==> config.mk <==
export PLATFORM = sky130hd
export DESIGN_NAME = ysyx_23060187_regfile_sb_flat
export DESIGN_NICKNAME = d
export VERILOG_FILES = /design/src/rtl/ysyx_23060187_pkg.sv /design/src/rtl/ysyx_23060187_regfile_sb_if.sv /design/src/rtl/ysyx_23060187_sb_vec.sv /design/src/rtl/ysyx_23060187_regfile_sb.sv /design/src/flat_wrapper.sv
export SDC_FILE = /design/constraint.sdc
export NUM_CORES = 2
export LEC_CHECK = 0
export CORE_ASPECT_RATIO = 0.75
export CORE_MARGIN = 2
export CORE_UTILIZATION = 60
export DETAILED_ROUTE_END_ITERATION = 10
export GPL_ROUTABILITY_DRIVEN = 0
export GPL_TIMING_DRIVEN = 0
export PLACE_DENSITY = 0.78
export REMOVE_ABC_BUFFERS = 1
export SYNTH_ARGS = -nofsm -noshare
export SYNTH_HDL_FRONTEND = slang
export SYNTH_SLANG_ARGS = --single-unit
==> constraint.sdc <==
create_clock -name clk -period 4.8 [get_ports clk]
set_clock_uncertainty 0.15 [all_clocks]
set_input_delay 0.48 -clock clk [delete_from_list [all_inputs] [get_ports clk]]
set_output_delay 0.48 -clock clk [all_outputs]
set_load 0.01 [all_outputs]
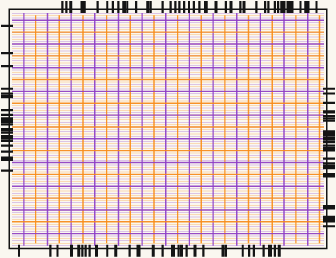
(images/pdn.png)
Pins as bars on the die edge.
- orange: VDD
- purple: VSS
- rows: 98
- met1 rails: 99
- signal pins: 161
width of the chip: 362.6 µm
floorplan core area: 95400 µm²
Peak VDD IR: 0.0002859 V
vertical extent of the die: 272.9 µm

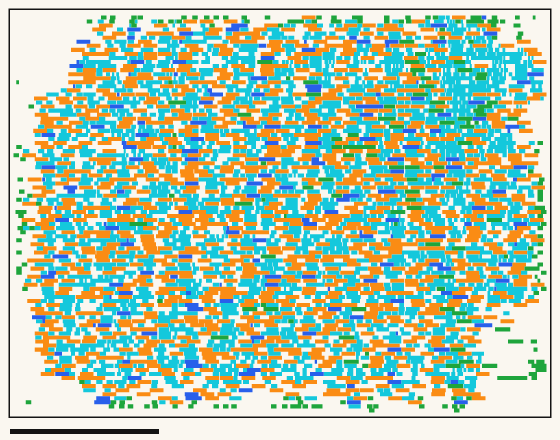
(images/cell_classes.png)
The bar under the picture is 100 µm long.
- green: other buffers and delay cells (cells 250; share of their area 5.8%)
- orange: flip-flops (cells 1062; share of their area 42%)
- cyan: all other logic (cells 2445; share of their area 46%)
- blue: clock drivers and dummy loads (cells 193; share of their area 6.0%)
core occupancy in the finished layout: 0.6798
final instance area: 64850 µm²

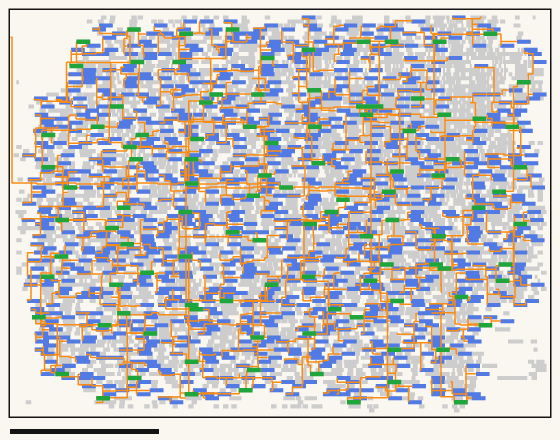
(images/clock_map.png)
The bar under the picture is 100 µm long.
- blue: flip-flops (count 1062)
- orange: clock wires (length 13100 µm)
- green: cells driving clock nets (count 105)
- flops lie: widely spread
- routed clock nets: 106
relative contribution of the clock network to total power: 0.346
source-to-sink clock delay at the later pin of the worst-skew pair: 700 ps
power consumed by the clock network: 9200 µW

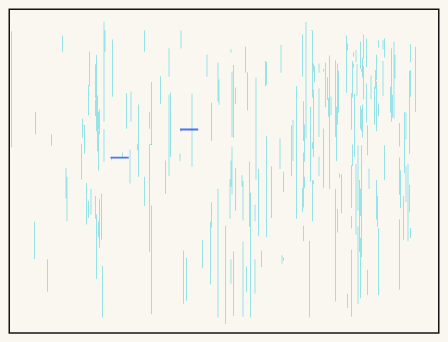
(images/metal_stack.png)
Two of the layers only.
- blue: met5 (wire length 27.6 µm)
- cyan: met4 (wire length 6940 µm)
final wirelength: 176000 µm
Tot GR Track Use: 0.3575

==> run notes <==
The flow run is done. Data on the critical path is required at its endpoint by 4170 ps. Of the post-synthesis cell area, the dominant cell type holds 0.4594. Prior to clock tree synthesis, the placed netlist has a worst setup slack of -590.7 ps. On met2, the global router reports a usage of 0.5189.

In this build the clock could be raised as far as 211.1 MHz. Per the timing report, the biggest fanout along the worst path comes to 14. For the sequential group, total power comes out at 11900 µW. Register cell area after layout landed at 26580 µm². TritonCTS created 105 clock buffers.

Count of synthesis-stage warnings from yosys landed at 0. Area of the mapped netlist landed at 57850 µm². Combinational cells consume a total of 5570 µW.

In this run the top signal layer used is met5. In the final layout, the share of cells above drive strength 1 is 0.4603. Looking at the area split, the leading class of cells is combinational gates. The worst setup path is captured at an output port. Number of tap cells added at floorplan landed at 1250. The share of total power dissipated in sequential elements is 0.445.

The flow ran to the end, and the final reports show no timing, DRC or antenna violations. The initial antenna violation count was 5. Length of the first detailed-routing pass in iterations landed at 6. Area of the die landed at 98950 µm². The final layout reports a setup TNS of 0 ps. Per the detailed placement report, the placed cell area equals 60690 µm².

The critical path in this run is classified as in2out. Among the non-sequential cells, multiplexers take the most area. The STA report counts the stages on the worst setup path as 8. Traced cell by cell, the critical path runs through clkdlybuf4s50_1 > xnor2_1 > nand4_1 > nor2_4 > nor3_2 > buf_6 > a221o_1 > clkdlybuf4s50_1. After synthesis, the netlist uses 58 different library cells.

Of the total power, combinational logic draws 0.209. For this run, the register share of the synthesized area comes to 0.4594. The CTS log lists the clock sinks for this run as 1062. Setup repair after global routing left no endpoint under its margin. Per the GRT congestion report, total overflow comes to 0. Once iteration 0 of detailed routing completed, the report listed 5039 DRC markers. Overall power after layout landed at 26630 µW. After layout, the worst setup slack is 63.76 ps.

Internal power comes to 19430 µW. Of the total synthesized cell area, the portion taken by AND, OR, NAND and NOR gates is 0.02708. Via count of the first global-routing pass landed at 39066. Per the detail_route log, met2 wirelength is 78210 µm. Area growth from synthesis to final layout landed at 12.09%. The critical path's slowest stage uses the library cell sky130_fd_sc_hd__clkdlybuf4s50_1. The number of hold buffers added after CTS was 1. The final timing summary puts the cycle share of the worst path at 0.9867. The script computed a power per unit cell area of 410.7 nW/µm². Global routing met1 resource utilization landed at 0.5038. The clock tree synthesis step divided the H-tree into 3 levels. Final number of setup-violating endpoints landed at 0. Number of enable-type register cells in the synthesized netlist landed at 0. After layout, the minimum clock period comes to 4736 ps.

STA classifies the critical path startpoint as an input port. In this design, the stage delay of the slowest critical-path cell is 830 ps. Once the clock tree was built, the resizer swapped 6 gates to a different size.

Maximum number of pins on one net before global-route repair landed at 175. Maximum count of clock buffers along a single path landed at 3. Leakage power landed at 0.02781 µW. Pins over their slew limit in the final report were tallied at 0. Measured on the final layout, buffering overhead outside the clock network stands at 0.05657. Fraction of power spent switching nets landed at 0.2703.

Number of register bits inferred by synthesis landed at 1062. Post-placement cell count landed at 4993. Total vias in the final route landed at 38706.

For the pin with the worst max-slew slack, the measured transition is 1434 ps. Per the final report, the share of cell area in clock cells is 0.05887. The timing report attributes the biggest portion of critical-path delay to buffers and inverters. Fraction of standard cell area in multi-input logic landed at 0.4500.

The largest share of the power goes to registers. The share of the core area taken by cells at floorplan is 0.6064. Clock-pin slew reported for the worst setup and hold paths after clock tree synthesis landed at 60 ps.
## layout by cell type (no fill, tap or decap), drive strengths merged, types with 4 or more instances in the layout
cell type / instances
a2111oi: 4
a211oi: 65
a21oi: 63
a221o: 19
a22o: 11
a22oi: 115
a31oi: 4
a32o: 27
a32oi: 5
buf: 94
bufbuf: 5
bufinv: 21
clkbuf: 147
clkdlybuf4s50: 145
clkinv: 16
clkinvlp: 5
dfrtp: 1062
ha: 6
inv: 15
mux2: 1025
mux2i: 147
mux4: 485
nand2: 92
nand2b: 7
nand3: 32
nand3b: 7
nor2: 90
nor2b: 38
nor3: 30
nor3b: 4
nor4: 4
o21ai: 28
o221ai: 31
o22ai: 44
or2: 6
xnor2: 13
xor2: 6
No activity file was given, so power comes from the tool's default toggle rates.
